==> src/rtl/spi_pkg.sv <==
// ---------------------------------------------------------------------------
// spi_pkg
// Shared definitions for the SPI slave endpoint: SPICR_1 / SPISR bit
// positions (same bit map as the SPI master), the frame FSM state type and
// the SPISR reset value.
// ---------------------------------------------------------------------------
package spi_pkg;

   // SPICR_1 control bit positions
   localparam int SPE_BIT   = 6;
   localparam int CPOL_BIT  = 3;
   localparam int CPHA_BIT  = 2;
   localparam int LSBFE_BIT = 0;

   // SPISR status bit positions
   localparam int SPIF_BIT  = 7;
   localparam int SPTEF_BIT = 5;
   localparam int MODF_BIT  = 4;

   // Only SPTEF is set out of reset: the TX buffer starts empty.
   localparam logic [7:0] SPISR_RST = 8'h20;

   typedef enum logic [1:0] {
      IDLE   = 2'd0,
      ACTIVE = 2'd1,
      DONE   = 2'd2
   } spi_state_e;

endpackage

==> src/rtl/spi_sync_edge.sv <==
// ---------------------------------------------------------------------------
// spi_sync_edge
// Two-flop synchronizer for an asynchronous pin, followed by a previous-
// sample register so that single-cycle rise / fall pulses can be produced.
//
// Ports:
//   i_clk    in  system clock
//   i_rst_n  in  asynchronous active-low reset
//   i_d      in  asynchronous input pin
//   o_q      out synchronized level
//   o_rise   out one-cycle pulse on a synchronized 0->1 transition
//   o_fall   out one-cycle pulse on a synchronized 1->0 transition
// ---------------------------------------------------------------------------
module spi_sync_edge #(
   // Reset level of every stage; matching the pin's idle level avoids a
   // spurious edge pulse right after reset.
   parameter logic RST_VAL = 1'b0
) (
   input  logic i_clk,
   input  logic i_rst_n,
   input  logic i_d,
   output logic o_q,
   output logic o_rise,
   output logic o_fall
);

   logic r_meta;
   logic r_sync;
   logic r_prev;

   always_ff @(posedge i_clk or negedge i_rst_n) begin
      if (!i_rst_n) begin
         r_meta <= RST_VAL;
         r_sync <= RST_VAL;
         r_prev <= RST_VAL;
      end else begin
         r_meta <= i_d;
         r_sync <= r_meta;
         r_prev <= r_sync;
      end
   end

   assign o_q    = r_sync;
   assign o_rise = r_sync & ~r_prev;
   assign o_fall = ~r_sync & r_prev;

endmodule

==> src/rtl/spi_slave.sv <==
// ---------------------------------------------------------------------------
// spi_slave
// SPI slave endpoint. sclk / ss / mosi are oversampled in the PCLK domain.
// A DATA-bit frame is shifted in on mosi while the preloaded TX word is
// shifted out on miso. Status is reported in an SPISR-style register.
//
// Ports:
//   PCLK        in  system clock (only clock)
//   PRESETn     in  asynchronous active-low reset
//   sclk        in  serial clock from master (asynchronous)
//   ss          in  slave select, active low (asynchronous)
//   mosi        in  serial data from master
//   miso        out serial data to master, 0 when not in a frame
//   SPICR_1     in  control: 6-SPE, 3-CPOL, 2-CPHA, 0-LSBFE
//   SWDATA      in  transmit word
//   SLOAD       in  strobe: SWDATA -> TX buffer, clears SPTEF
//   SPISR_CLR   in  strobe: clears SPIF and MODF
//   SRDATA      out last completely received frame
//   SPISR       out status: 7-SPIF, 5-SPTEF, 4-MODF
//   o_dbg_state out current frame FSM state
//
// Handshake: SLOAD and SPISR_CLR are single-cycle strobes with no ready;
// they are accepted on every PCLK edge they are high. A completed frame is
// announced by SPIF rising with SRDATA updated in the same cycle.
// ---------------------------------------------------------------------------
module spi_slave
   import spi_pkg::*;
#(
   parameter int DATA = 32
) (
   input  logic            PCLK,
   input  logic            PRESETn,
   input  logic            sclk,
   input  logic            ss,
   input  logic            mosi,
   output logic            miso,
   input  logic [7:0]      SPICR_1,
   input  logic [DATA-1:0] SWDATA,
   input  logic            SLOAD,
   input  logic            SPISR_CLR,
   output logic [DATA-1:0] SRDATA,
   output logic [7:0]      SPISR,
   output spi_state_e      o_dbg_state
);

   localparam int CW = $clog2(DATA) + 1;

   // ---------------- control decode ----------------
   logic w_spe, w_cpol, w_cpha, w_lsbfe;
   logic w_spicr_unused;

   assign w_spe          = SPICR_1[SPE_BIT];
   assign w_cpol         = SPICR_1[CPOL_BIT];
   assign w_cpha         = SPICR_1[CPHA_BIT];
   assign w_lsbfe        = SPICR_1[LSBFE_BIT];
   assign w_spicr_unused = ^{SPICR_1[7], SPICR_1[5:4], SPICR_1[1]};

   // ---------------- input synchronization ----------------
   logic w_sclk_q, w_sclk_rise, w_sclk_fall;
   logic w_ss_q, w_ss_rise, w_ss_fall;
   logic r_mosi_meta, r_mosi_sync;

   spi_sync_edge #(.RST_VAL(1'b0)) u_sync_sclk (
      .i_clk   (PCLK),
      .i_rst_n (PRESETn),
      .i_d     (sclk),
      .o_q     (w_sclk_q),
      .o_rise  (w_sclk_rise),
      .o_fall  (w_sclk_fall)
   );

   spi_sync_edge #(.RST_VAL(1'b1)) u_sync_ss (
      .i_clk   (PCLK),
      .i_rst_n (PRESETn),
      .i_d     (ss),
      .o_q     (w_ss_q),
      .o_rise  (w_ss_rise),
      .o_fall  (w_ss_fall)
   );

   // mosi has the same two-flop latency as the sclk level, so the bit seen
   // on an sclk edge pulse is the one that was on the pin at the pin edge.
   always_ff @(posedge PCLK or negedge PRESETn) begin
      if (!PRESETn) begin
         r_mosi_meta <= 1'b0;
         r_mosi_sync <= 1'b0;
      end else begin
         r_mosi_meta <= mosi;
         r_mosi_sync <= r_mosi_meta;
      end
   end

   // ---------------- edge classification ----------------
   // Leading edge moves sclk away from CPOL, trailing edge returns to it.
   logic w_sclk_edge, w_lead, w_trail;

   assign w_sclk_edge = w_sclk_rise | w_sclk_fall;
   assign w_lead      = w_sclk_edge & (w_sclk_q != w_cpol);
   assign w_trail     = w_sclk_edge & (w_sclk_q == w_cpol);

   // ---------------- registers ----------------
   spi_state_e      r_state, w_state_nxt;
   logic [CW-1:0]   r_cnt;
   logic [DATA-1:0] r_tx_buf;
   logic [DATA-1:0] r_tx_sr;
   logic [DATA-1:0] r_rx_sr;
   logic [DATA-1:0] r_srdata;
   logic            r_miso;
   logic            r_spif, r_sptef, r_modf;

   // ---------------- frame events ----------------
   logic w_active, w_start, w_sample, w_shift, w_last, w_abort;

   assign w_active = (r_state == ACTIVE);
   assign w_start  = (r_state == IDLE) & w_spe & w_ss_fall;
   assign w_sample = w_active & (w_cpha ? w_trail : w_lead);
   assign w_shift  = w_active & (w_cpha ? w_lead : w_trail);
   assign w_last   = w_sample & (r_cnt == CW'(DATA - 1));
   // A deselect landing on the final sample edge lets the frame complete.
   // The ss level term keeps a frame from lingering if the rise pulse
   // coincided with the start cycle.
   assign w_abort  = w_active & (w_ss_rise | w_ss_q | ~w_spe) & ~w_last;

   // ---------------- data path helpers ----------------
   logic [DATA-1:0] w_load_word, w_load_shf, w_tx_shf, w_rx_nxt;
   logic            w_load_bit, w_tx_bit;

   always_comb begin
      // SLOAD on the start cycle bypasses the buffer.
      w_load_word = SLOAD ? SWDATA : r_tx_buf;
      w_load_bit  = w_lsbfe ? w_load_word[0] : w_load_word[DATA-1];
      w_load_shf  = w_lsbfe ? (w_load_word >> 1) : (w_load_word << 1);
      w_tx_bit    = w_lsbfe ? r_tx_sr[0] : r_tx_sr[DATA-1];
      w_tx_shf    = w_lsbfe ? (r_tx_sr >> 1) : (r_tx_sr << 1);
      w_rx_nxt    = w_lsbfe ? {r_mosi_sync, r_rx_sr[DATA-1:1]}
                            : {r_rx_sr[DATA-2:0], r_mosi_sync};
   end

   // ---------------- FSM ----------------
   always_ff @(posedge PCLK or negedge PRESETn) begin
      if (!PRESETn) r_state <= IDLE;
      else          r_state <= w_state_nxt;
   end

   always_comb begin
      w_state_nxt = r_state;
      case (r_state)
         IDLE:    if (w_start) w_state_nxt = ACTIVE;
         ACTIVE: begin
            if (w_last)       w_state_nxt = DONE;
            else if (w_abort) w_state_nxt = IDLE;
         end
         // Return to IDLE; a new frame needs a fresh ss falling edge, so
         // edges while ss stays low are ignored.
         DONE:    w_state_nxt = IDLE;
         default: w_state_nxt = IDLE;
      endcase
   end

   // ---------------- data path ----------------
   always_ff @(posedge PCLK or negedge PRESETn) begin
      if (!PRESETn) begin
         r_cnt    <= '0;
         r_tx_buf <= '0;
         r_tx_sr  <= '0;
         r_rx_sr  <= '0;
         r_srdata <= '0;
         r_miso   <= 1'b0;
         r_spif   <= 1'b0;
         r_sptef  <= 1'b1;
         r_modf   <= 1'b0;
      end else begin
         if (SLOAD) r_tx_buf <= SWDATA;

         if (w_start)    r_sptef <= 1'b1;
         else if (SLOAD) r_sptef <= 1'b0;

         if (w_start) begin
            r_cnt   <= '0;
            r_rx_sr <= '0;
            if (w_cpha) begin
               // First bit goes out on the first leading edge.
               r_tx_sr <= w_load_word;
               r_miso  <= 1'b0;
            end else begin
               r_tx_sr <= w_load_shf;
               r_miso  <= w_load_bit;
            end
         end else if (w_active) begin
            if (w_sample) begin
               r_rx_sr <= w_rx_nxt;
               r_cnt   <= r_cnt + 1'b1;
            end
            if (w_shift) begin
               r_miso  <= w_tx_bit;
               r_tx_sr <= w_tx_shf;
            end
         end else begin
            r_miso <= 1'b0;
         end

         // SRDATA is taken straight from the final shift so it lands one
         // cycle after the final sample edge.
         if (w_last) r_srdata <= w_rx_nxt;

         // Set has priority over clear.
         if (w_last)         r_spif <= 1'b1;
         else if (SPISR_CLR) r_spif <= 1'b0;

         if (w_abort)        r_modf <= 1'b1;
         else if (SPISR_CLR) r_modf <= 1'b0;
      end
   end

   // ---------------- outputs ----------------
   always_comb begin
      SPISR            = 8'h00;
      SPISR[SPIF_BIT]  = r_spif;
      SPISR[SPTEF_BIT] = r_sptef;
      SPISR[MODF_BIT]  = r_modf;
   end

   assign miso        = r_miso;
   assign SRDATA      = r_srdata;
   assign o_dbg_state = r_state;

endmodule

==> config.mk <==
export PLATFORM = sky130hd
export DESIGN_NAME = spi_slave
export DESIGN_NICKNAME = d
export VERILOG_FILES = /design/src/rtl/spi_pkg.sv /design/src/rtl/spi_sync_edge.sv /design/src/rtl/spi_slave.sv
export SDC_FILE = /design/constraint.sdc
export NUM_CORES = 1
export LEC_CHECK = 0
export CAP_MARGIN = 10
export CORE_ASPECT_RATIO = 1.75
export CORE_MARGIN = 5
export CORE_UTILIZATION = 40
export CTS_BUF_LIST = sky130_fd_sc_hd__clkbuf_8
export DETAILED_ROUTE_END_ITERATION = 10
export GPL_ROUTABILITY_DRIVEN = 0
export GPL_TIMING_DRIVEN = 0
export PLACE_DENSITY = 0.69
export SLEW_MARGIN = 20
export SYNTH_ARGS = -nofsm -noshare
export SYNTH_HDL_FRONTEND = slang
export SYNTH_SLANG_ARGS = --single-unit
==> constraint.sdc <==
create_clock -name PCLK -period 2.5 [get_ports PCLK]
set_clock_uncertainty 0.15 [all_clocks]
set_input_delay 0.25 -clock PCLK [delete_from_list [all_inputs] [get_ports PCLK]]
set_output_delay 0.25 -clock PCLK [all_outputs]
set_load 0.005 [all_outputs]
Figure 1. Signal wires on met4.
(2 px per um) Supply wires on this layer in grey.
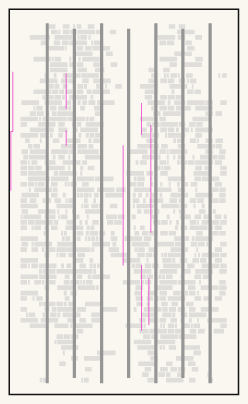
The longest straight run is 59.8 um. The wires run mostly vertical. The layer carries 270 um of wire. 4 nets have wire on it.

Figure 2. I/O pins on the die edge.
(2 px per um) Pins as bars across the die edge, other pins in grey.
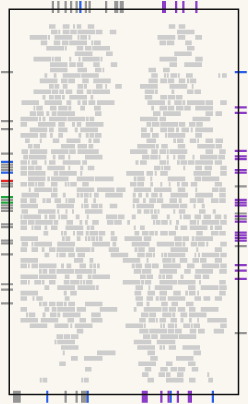
Green is o_dbg_state, pins 2, direction output, edge left. Purple is SWDATA, pins 32, direction input, edge 19 right, 8 bottom, 5 top. Blue is SPISR, pins 8, direction output, edge 4 bottom, 2 left, 1 right, 1 top. Red is mosi, pins 1, direction input, edge left.
horizontal die dimension: 114 um
Port Buf Inserts: 78
y dimension of the die: 192 um

==> design notes <==
The run finished with clean final reports. In the layout the commonest cells are sky130_fd_sc_hd__dfrtp_1 (144), sky130_fd_sc_hd__mux2i_1 (131), sky130_fd_sc_hd__clkdlybuf4s50_1 (77). With the proportion of synthesized area in mux cells at 26.9%, the peak supply drop is 0.315 mV.

Per the synthesis report, the AND-OR/OR-AND share of the synthesized area is 12.5%. In the final layout, the fill cell count is 1,698. Pin placement for this block handled 90 I/O pins. The number of H-tree levels came out at 4. Per the breakdown, switching nets consume 29.3% of all power. Once iteration 0 of detailed routing completed, the report listed 106 DRC markers. The run gives 1 as the count of hold-fix buffers inserted at cts. For the instance count after placement with tap cells included, the log shows 967.

The number of clock buffers inserted by TritonCTS is 17, and the post-synth tally of flip-flops with integrated enable is 0. For reference, the final report shows the max-slew violation count at 0. Among all stages on the critical path, the maximum delay recorded is 490 ps. Mean instance size in the synthesized netlist: 11.7 um2. The run gives 49.8% as the sequential fraction of design power. The run gives 611 nW/um2 for the power density of the placed cells.

STA reports the tightest min-delay check as being of type primary input to register. The root buffer cell chosen for the clock tree is sky130_fd_sc_hd__clkbuf_8. The global routing usage on met3 was 3.37%.

The critical path starts at o_dbg_state[0]$_DFFE_PN0P_. The floorplan die area was 21,900 um2; the count of antenna-violating nets left after detailed routing was 0. The path with the worst hold slack has its endpoint at r_tx_buf[30]$_DFF_PN0_. Endpoints with negative setup slack in the final report add up to 0.

Among logic cells in the layout, the one with the most instances is sky130_fd_sc_hd__dfrtp_1. The number of clock sinks came to 148. The floorplan step records an initial core utilization of 40.7%. Listed in order, past its start point the critical path passes nand4bb_1 -> nor2_1 -> clkbuf_1 -> o211a_1 -> a21oi_1. The largest area contributor in the synthesized netlist was sky130_fd_sc_hd__dfrtp_1. Ranked by total cell area, the synthesized netlist is headed by sky130_fd_sc_hd__dfrtp_1 (48%), sky130_fd_sc_hd__mux2i_1 (17%), sky130_fd_sc_hd__mux2_2 (9.4%).

Per the hold report, the tightest min-delay path originates at SLOAD. Summed over all layers, the routed wires come to 17.0 mm. STA lists the maximum fanout along the critical path as 10. The run gives 49.1% as the sequential area share after synthesis. Counting instances, the worst hold path has a depth of 2. With the initial antenna violation count at 0, the total via count after detailed routing is 5,202. The via count of the first global-routing pass is 5,869. Highest metal layer with signal wires: met4. STA lists the endpoint of the worst register-to-register path as r_tx_sr[24]$_DFFE_PN0P_. The count of max-cap constraint violations came out at 0. Synthesis instantiated 43 different standard cells from the library. In the synthesized netlist the dominant register cell turns out to be sky130_fd_sc_hd__dfrtp_1. The leakage power in the latest report is 4.00 nW.

The overall power is 5.55 mW. The worst setup path is launched from a register. The fraction of registers with async set/reset is 100%. Once layout is complete, the cells apart from fillers number 999.

The flow reports an fmax of 443 MHz. Of the total power, combinational logic draws 16.2%. The cell area after synthesis is 7560 um2.

The OpenROAD warning count is 30, and the total negative slack for setup checks is 0 ps. The script logs the mean routed wire length per placed instance as 17.0 um. After clock tree synthesis, the clock-pin slew on the worst setup and hold paths is 100 ps.
## critical path, delay by kind of cell, from the launching register on
kind	cells	cell delay (ps)
buffers and inverters	1	490
DFF	1	440
AOI/OAI and AO/OA	2	300
and+or+nand+nor	2	750
## worst max path at each step
stage / to / slack (ps)
after global placement: SRDATA[19]$_DFFE_PN0P_ / -5240
after floorplan: o_dbg_state[0]$_DFFE_PN0P_ / 710
final: r_tx_sr[24]$_DFFE_PN0P_ / 240
after detailed placement: o_dbg_state[0]$_DFFE_PN0P_ / 30
after CTS: r_tx_sr[26]$_DFFE_PN0P_ / 110
after global routing: r_rx_sr[21]$_DFFE_PN0P_ / 40
## flip-flops by register name (all words and copies together), names as in the netlist
signal	count
u_sync_ss.r_prev	1
r_tx_buf	32
r_mosi_sync	1
r_sptef	1
r_rx_sr	32
r_spif	1
SRDATA	32
u_sync_ss.o_q	1
u_sync_sclk.o_q	1
u_sync_sclk.r_prev	1
r_tx_sr	32
r_mosi_meta	1
o_dbg_state	2
r_modf	1
r_cnt	6
u_sync_sclk.r_meta	1
miso	1
u_sync_ss.r_meta	1
## final cells by class
class	count	area [um2]	share of cell area, %
Sequential cell	148	3710	40.8
Multi-Input combinational cell	408	3380	37.2
Timing Repair Buffer	80	823	9.06
Buffer	59	350	3.85
Tap cell	238	298	3.28
Clock buffer	17	234	2.57
Clock inverter	15	164	1.80
Inverter	34	128	1.40
## power by group through the flow
stage	clock [mW]	combinational, mW	sequential (mW)
2_1_floorplan	0	0.653	2.76
3_3_place_gp	0	0.882	2.81
3_5_place_dp	0	0.909	2.81
4_1_cts	1.97	0.913	2.77
5_1_grt	2.06	1.01	2.80
6_report	1.88	0.900	2.77
Power and IR drop assume default switching activity.
